run_1/class_map.png
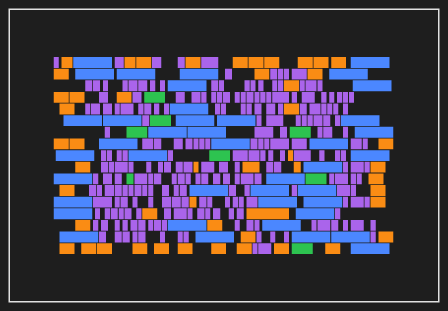
run_1/ff_map.png
Other sequential cells in the stronger gray, the rest of the logic in the fainter gray.
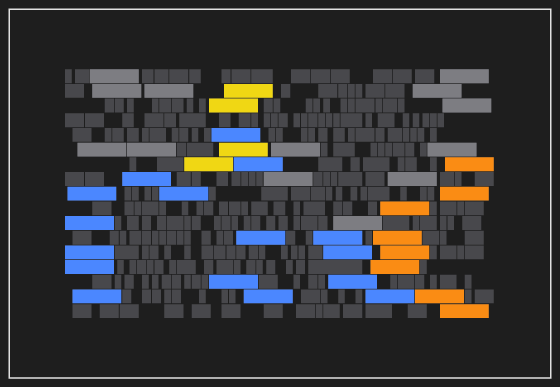
run_1/sizing.png
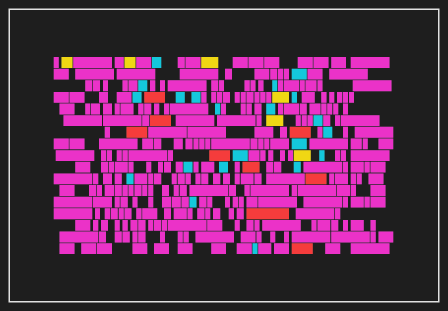
[src/rtl/fios_pkg.sv]
// Shared codes for the FIOS modular-exponentiation controller: operand selects,
// result destinations, controller states and the per-state operation table.
package fios_pkg;

    typedef enum logic [2:0] {
        OPS_ACC  = 3'd0,
        OPS_XM   = 3'd1,
        OPS_BASE = 3'd2,
        OPS_R2   = 3'd3,
        OPS_ONE  = 3'd4
    } op_sel_t;

    typedef enum logic {
        DST_ACC = 1'b0,
        DST_XM  = 1'b1
    } dst_t;

    typedef enum logic [3:0] {
        IDLE      = 4'd0,
        CONV_X    = 4'd1,
        CONV_ACC  = 4'd2,
        SQUARE    = 4'd3,
        MULT      = 4'd4,
        NEXT_BIT  = 4'd5,
        FROM_MONT = 4'd6,
        WAIT      = 4'd7,
        DONE      = 4'd8
    } state_t;

    typedef struct packed {
        op_sel_t a;
        op_sel_t b;
        dst_t    dst;
    } op_cfg_t;

    localparam logic [15:0] MUL_COUNT_MAX = 16'hFFFF;

    // States that launch exactly one Montgomery multiplication on entry.
    function automatic logic is_op_state(input state_t st);
        return (st == CONV_X) || (st == CONV_ACC) || (st == SQUARE) ||
               (st == MULT)   || (st == FROM_MONT);
    endfunction

    function automatic op_cfg_t op_cfg(input state_t st);
        op_cfg_t cfg;
        cfg = '{OPS_ACC, OPS_ACC, DST_ACC};
        case (st)
            CONV_X:    cfg = '{OPS_BASE, OPS_R2,  DST_XM};
            CONV_ACC:  cfg = '{OPS_ONE,  OPS_R2,  DST_ACC};
            SQUARE:    cfg = '{OPS_ACC,  OPS_ACC, DST_ACC};
            MULT:      cfg = '{OPS_ACC,  OPS_XM,  DST_ACC};
            FROM_MONT: cfg = '{OPS_ACC,  OPS_ONE, DST_ACC};
            default:   cfg = '{OPS_ACC,  OPS_ACC, DST_ACC};
        endcase
        return cfg;
    endfunction

endpackage

[src/rtl/exp_bit_scanner.sv]
// Left-to-right exponent scanner: a shift register whose MSB is the bit being
// processed, a bit index that stops at 0, and a "a 1 was already passed" flag.
module exp_bit_scanner #(
    parameter int EXP_WIDTH = 8
) (
    input  logic                 clk,
    input  logic                 rst,
    input  logic                 load,
    input  logic [EXP_WIDTH-1:0] exp_value,
    input  logic                 step,
    output logic                 cur_bit,
    output logic                 next_bit,
    output logic                 last_bit,
    output logic                 one_seen,
    output logic                 exp_zero
);

    localparam int IW = $clog2(EXP_WIDTH);
    localparam logic [IW-1:0] TOP_IDX = IW'(EXP_WIDTH - 1);

    logic [EXP_WIDTH-1:0] shift_q;
    logic [IW-1:0]        idx_q;
    logic                 seen_q;

    always_ff @(posedge clk or posedge rst) begin
        if (rst) begin
            shift_q <= '0;
            idx_q   <= '0;
            seen_q  <= 1'b0;
        end else if (load) begin
            shift_q <= exp_value;
            idx_q   <= TOP_IDX;
            seen_q  <= 1'b0;
        end else if (step && (idx_q != '0)) begin
            // The index saturates at 0 so the scan can never wrap back to the MSB.
            shift_q <= {shift_q[EXP_WIDTH-2:0], 1'b0};
            idx_q   <= idx_q - 1'b1;
            seen_q  <= seen_q | shift_q[EXP_WIDTH-1];
        end
    end

    assign cur_bit  = shift_q[EXP_WIDTH-1];
    assign next_bit = shift_q[EXP_WIDTH-2];
    assign last_bit = (idx_q == '0);
    assign one_seen = seen_q;
    assign exp_zero = (shift_q == '0);

endmodule

[src/rtl/modexp_control.sv]
// Sequencer for left-to-right Montgomery modular exponentiation over a FIOS multiplier.
// Optional build macro MODEXP_SKIP_LEADING_ZEROS_EN skips the work before the first 1 bit.
module modexp_control
    import fios_pkg::*;
#(
    parameter int s         = 8,
    parameter int EXP_WIDTH = 8
) (
    input  logic                 clock_i,
    input  logic                 reset_i,
    input  logic                 start_i,
    input  logic [EXP_WIDTH-1:0] exp_i,
    input  logic                 mul_done_i,
    output logic                 mul_start_o,
    output logic [2:0]           op_a_sel_o,
    output logic [2:0]           op_b_sel_o,
    output logic                 res_dst_o,
    output logic                 res_we_o,
    output logic                 busy_o,
    output logic                 done_o,
    output logic [15:0]          mul_count_o,
    output state_t               dbg_state_o
);

`ifdef MODEXP_SKIP_LEADING_ZEROS_EN
    localparam bit SKIP_EN = 1'b1;
`else
    localparam bit SKIP_EN = 1'b0;
`endif

    // An illegal configuration never leaves IDLE.
    localparam bit CFG_OK = (s >= 1) && (EXP_WIDTH >= 2);

    // Handshake: mul_start_o is a one-cycle launch; the multiplier answers with a
    // one-cycle mul_done_i that is honoured only in WAIT. WAIT then spends one more
    // cycle raising res_we_o so the select codes stay valid for the write-back.
    state_t  state_q, state_d;
    state_t  ret_q, ret_d;
    op_cfg_t cfg_q;
    logic    wb_q, wb_d;
    logic    step;
    logic    start_ok;
    logic [15:0] count_q;

    logic cur_bit, next_bit, last_bit, one_seen, exp_zero;

    assign start_ok = start_i && CFG_OK && ((state_q == IDLE) || (state_q == DONE));

    exp_bit_scanner #(
        .EXP_WIDTH (EXP_WIDTH)
    ) u_scanner (
        .clk       (clock_i),
        .rst       (reset_i),
        .load      (start_ok),
        .exp_value (exp_i),
        .step      (step),
        .cur_bit   (cur_bit),
        .next_bit  (next_bit),
        .last_bit  (last_bit),
        .one_seen  (one_seen),
        .exp_zero  (exp_zero)
    );

    always_comb begin
        state_d = state_q;
        ret_d   = ret_q;
        wb_d    = 1'b0;
        step    = 1'b0;
        unique case (state_q)
            IDLE, DONE: begin
                if (start_ok) state_d = CONV_X;
            end
            CONV_X: begin
                ret_d   = CONV_ACC;
                state_d = WAIT;
            end
            CONV_ACC: begin
                if (!SKIP_EN)      ret_d = SQUARE;
                else if (exp_zero) ret_d = FROM_MONT;
                else if (cur_bit)  ret_d = MULT;
                else               ret_d = NEXT_BIT;
                state_d = WAIT;
            end
            SQUARE: begin
                ret_d   = cur_bit ? MULT : NEXT_BIT;
                state_d = WAIT;
            end
            MULT: begin
                ret_d   = NEXT_BIT;
                state_d = WAIT;
            end
            FROM_MONT: begin
                ret_d   = DONE;
                state_d = WAIT;
            end
            NEXT_BIT: begin
                if (last_bit) begin
                    state_d = FROM_MONT;
                end else begin
                    step = 1'b1;
                    // Decide on the bit that becomes current after this shift.
                    if (!SKIP_EN || one_seen || cur_bit) state_d = SQUARE;
                    else if (next_bit)                   state_d = MULT;
                    else                                 state_d = NEXT_BIT;
                end
            end
            WAIT: begin
                if (wb_q)            state_d = ret_q;
                else if (mul_done_i) wb_d    = 1'b1;
            end
            default: state_d = IDLE;
        endcase
    end

    always_ff @(posedge clock_i or posedge reset_i) begin
        if (reset_i) begin
            state_q <= IDLE;
            ret_q   <= IDLE;
            cfg_q   <= '0;
            wb_q    <= 1'b0;
            count_q <= '0;
        end else begin
            state_q <= state_d;
            ret_q   <= ret_d;
            wb_q    <= wb_d;
            if (is_op_state(state_d)) cfg_q <= op_cfg(state_d);
            if (start_ok)
                count_q <= '0;
            else if (mul_start_o && (count_q != MUL_COUNT_MAX))
                count_q <= count_q + 16'd1;
        end
    end

    assign mul_start_o = is_op_state(state_q);
    assign op_a_sel_o  = cfg_q.a;
    assign op_b_sel_o  = cfg_q.b;
    assign res_dst_o   = cfg_q.dst;
    assign res_we_o    = wb_q;
    assign busy_o      = (state_q != IDLE) && (state_q != DONE);
    assign done_o      = (state_q == DONE);
    assign mul_count_o = count_q;
    assign dbg_state_o = state_q;

endmodule

[config.mk]
export PLATFORM = sky130hd
export DESIGN_NAME = modexp_control
export DESIGN_NICKNAME = d
export VERILOG_FILES = /design/src/rtl/fios_pkg.sv /design/src/rtl/exp_bit_scanner.sv /design/src/rtl/modexp_control.sv
export SDC_FILE = /design/constraint.sdc
export NUM_CORES = 1
export LEC_CHECK = 0
export ABC_AREA = 1
export CORE_ASPECT_RATIO = 0.6
export CORE_MARGIN = 10
export CORE_UTILIZATION = 58
export CTS_BUF_LIST = sky130_fd_sc_hd__clkbuf_8
export CTS_CLUSTER_DIAMETER = 200
export CTS_CLUSTER_SIZE = 14
export DETAILED_ROUTE_END_ITERATION = 10
export GPL_TIMING_DRIVEN = 0
export PLACE_DENSITY_LB_ADDON = 0.08
export SKIP_LAST_GASP = 1
export SLEW_MARGIN = 10
export SYNTH_ARGS = -nofsm -noshare
export SYNTH_HDL_FRONTEND = slang
export SYNTH_SLANG_ARGS = --single-unit
[constraint.sdc]
create_clock -name clock_i -period 3.8 [get_ports clock_i]
set_input_delay 0.76 -clock clock_i [delete_from_list [all_inputs] [get_ports clock_i]]
set_output_delay 0.76 -clock clock_i [all_outputs]
set_load 0.05 [all_outputs]
==> Changelog: implementation, run 1 <==
### Changed

- Status: completed
- Critical Path Start Type: flop
- Clock transition at path regs: 0.09 ns
- Tot Pwr: 2.50 mW
- Hold Path Sink: ret_q[1]$_DFFE_PP0P_
- Top logic cell by instance count in the layout: nand2_1
- Avg WL per Cell: 15.3 um
- Adder-cell share of the synthesized area: 1.68%
- # Max-Cap Violations: 0
- Max clock buf depth: 2
- Clk. pwr: 0.317 mW
- Core Region: 3680 sq um
- Worst EP required: 3.04 ns
- Top cells by area: dfrtp_1 46%, nand2_1 11%, inv_1 5.7%
- Synthesized net count: 296
- Critical path startpoint: dbg_state_o[2]$_DFF_PP0_
- Fin. Hold Viols: 0
- Sw power: 1.28 mW
- Input/output buffers: 41
- FP Core Util: 60.6%
- Crit Path Class: reg2out
- Hpwl dp: 4300 um
- CTS tree: yes
- Synth Register Bits: 41
- Initial antenna violation count: 0
- Final Wtd Congestion: 0.948
- Dominant cell area share: 46.0%
- PD cells: 885 nW/um^2
- Flip-flops with a built-in enable: 0
- Buf+Inv Stages, Crit Path: 1
- Clk_skew: 0.0116 ns
About class_map.png:
[remaining logic cells] purple | cells: 233
[clock drivers and dummy loads] green | cells: 8
[sequential cells] blue | cells: 41
[remaining buffers and delay cells] orange | cells: 49

About ff_map.png:
[`u_scanner.shift_q`] orange | sequential cells: 8
[`mul_count_o`] blue | sequential cells: 16
[`dbg_state_o`] yellow | sequential cells: 4
Sequential cell area: 1030 sq um
Seq/total area: 36.3%

About sizing.png:
[x1 and smaller] magenta | cells: 295 | most used: nand2_1
[x2] cyan | cells: 21 | most used: nand2_2
[x6 and larger] red | cells: 9 | most used: clkbuf_8
[x3 and x4] yellow | cells: 6
post-route design area: 2830 sq um
bufs w/o clock: 49
final worst slack: 0.967 ns

-- run 1: through the flow --
stage | setup WS [ns] | instances | area, sq um
final | 0.967 | 378 | 2830
after global routing | 0.854 | 378 | 2830
after CTS | 0.954 | 378 | 2830
after detailed placement | 1.30 | 370 | 2730
after global placement | 1.26 | 369 | 2700
after floorplan | 1.07 | 281 | 2230
-- run 1: routing by layer --
layer	track usage, %	up-vias	wire, um
met5	0	-	0
met4	4.21	0	51
met3	6.53	6	548
met2	25.7	87	2440
met1	24.7	952	2750
li1	-	1013	-
-- run 1: layout make-up --
class	instances	area share (%)
sequential	41	36.3
timing repair buffer	42	15.5
multi-input combinational	195	36.0
inverter	38	5.04
clock buffer	7	3.41
clock inverter	1	0.177
tap	47	2.08
buffer	7	1.55
## Run 2: what changed since run 1
--- a/config.mk
+++ b/config.mk
@@ -8,7 +8,7 @@
 export ABC_AREA = 1
 export CORE_ASPECT_RATIO = 0.6
 export CORE_MARGIN = 10
-export CORE_UTILIZATION = 58
+export CORE_UTILIZATION = 48
 export CTS_BUF_LIST = sky130_fd_sc_hd__clkbuf_8
 export CTS_CLUSTER_DIAMETER = 200
 export CTS_CLUSTER_SIZE = 14
==> constraint.sdc (replaced) <==
create_clock -name clock_i -period 2.3 [get_ports clock_i]
set_input_delay 0.46 -clock clock_i [delete_from_list [all_inputs] [get_ports clock_i]]
set_output_delay 0.46 -clock clock_i [all_outputs]
set_load 0.05 [all_outputs]
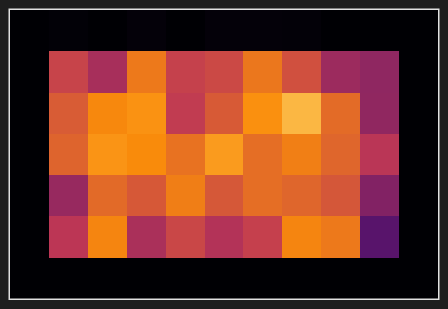
run_2/util_map.png
The die is cut into 11 by 7 equal tiles; black is low, pale yellow is high, 0 to 100% covered.
mean over tiles: 35%
tiles over 75% full: 6.5%
nearly empty tiles: 42%
fullest tile: 84%
densest ninth of the die: center
Core Region: 4540 sq um
fin util: 62.3%
FP Core Util: 49.1%

==> Changelog: implementation, run 2 <==
### Changed

- Seq cells: 41 (unchanged)
- Non-filler cells, final: 393 (+4.0%)
- MI comb cells: 195 (unchanged)
- Grt met2 use: 18.0% (-7.7 points)
- Synth Register Bits: 41 (unchanged)
- Dominant class by area: sequential cells
- Sw power: 2.07 mW (+61%)
- Post-route design area: 2830 sq um (unchanged)
- Status: completed
- Avg WL per Cell: 14.1 um (-8.2%)
- Sequential cell area: 1030 sq um (unchanged)
- WL met2: 2100 um (-14%)
- ClkCell Share: 3.19% (-0.40 points)
- Critical path startpoint: dbg_state_o[2]$_DFF_PP0_
- Dominant cell area share: 46.0% (unchanged)
- Top logic cell by instance count in the layout: nand2_1
- Hpwl dp: 4280 um (-0.46%)
- Tot Pwr: 4.03 mW (+61%)
- Fin. Hold Viols: 0 (unchanged)
- Combinational fraction of the cell area: 36.2% (+0.18 points)
- Max clock buf depth: 2 (unchanged)
- Clock transition at path regs: 0.08 ns (about the same)
- NonClk Buf Share: 16.5% (-0.49 points)
- Seq/total area: 36.3% (unchanged)
- Inverters: 38 (unchanged)
- M3 GR Usage: 5.20% (-1.3 points)
- Most used routing layer in global routing: met1
- CLK BUF: 6 (-1)
- Final Wtd Congestion: 0.922 (-2.8%)
- Clk_skew: 0.00490 ns (-0.00666 ns)
- Input/output buffers: 41 (unchanged)
- Metal3 WL: 504 um (-8.0%)
- Critical Path Start Type: flop
- Buf+Inv Stages, Crit Path: 2 (+1)
## run 2: what timing repair did
action	CTS	global route
buffers inserted	0	0
gates cloned	0	0
endpoints found under the setup margin	2	1
gates resized	2	2
## run 2: kinds of logic after synthesis
family | synth area share [%]
AOI/OAI and AO/OA | 9.48
xor gates and xnor gates | 2.75
adders and majority gates | 1.68
buffers and inverters | 8.36
DFF | 46.0
other | 0.168
and+or+nand+nor | 31.5
## run 2: metrics by stage
step                      setup WS [ns]  util, %
after global placement          0.00859     60.0
after floorplan                   0.288        -
after global routing             0.0162     62.3
after detailed placement         0.0607     60.4
after CTS                        0.0158     62.4
final                            0.0945     62.3
No activity file was given, so power comes from the tool's default toggle rates.
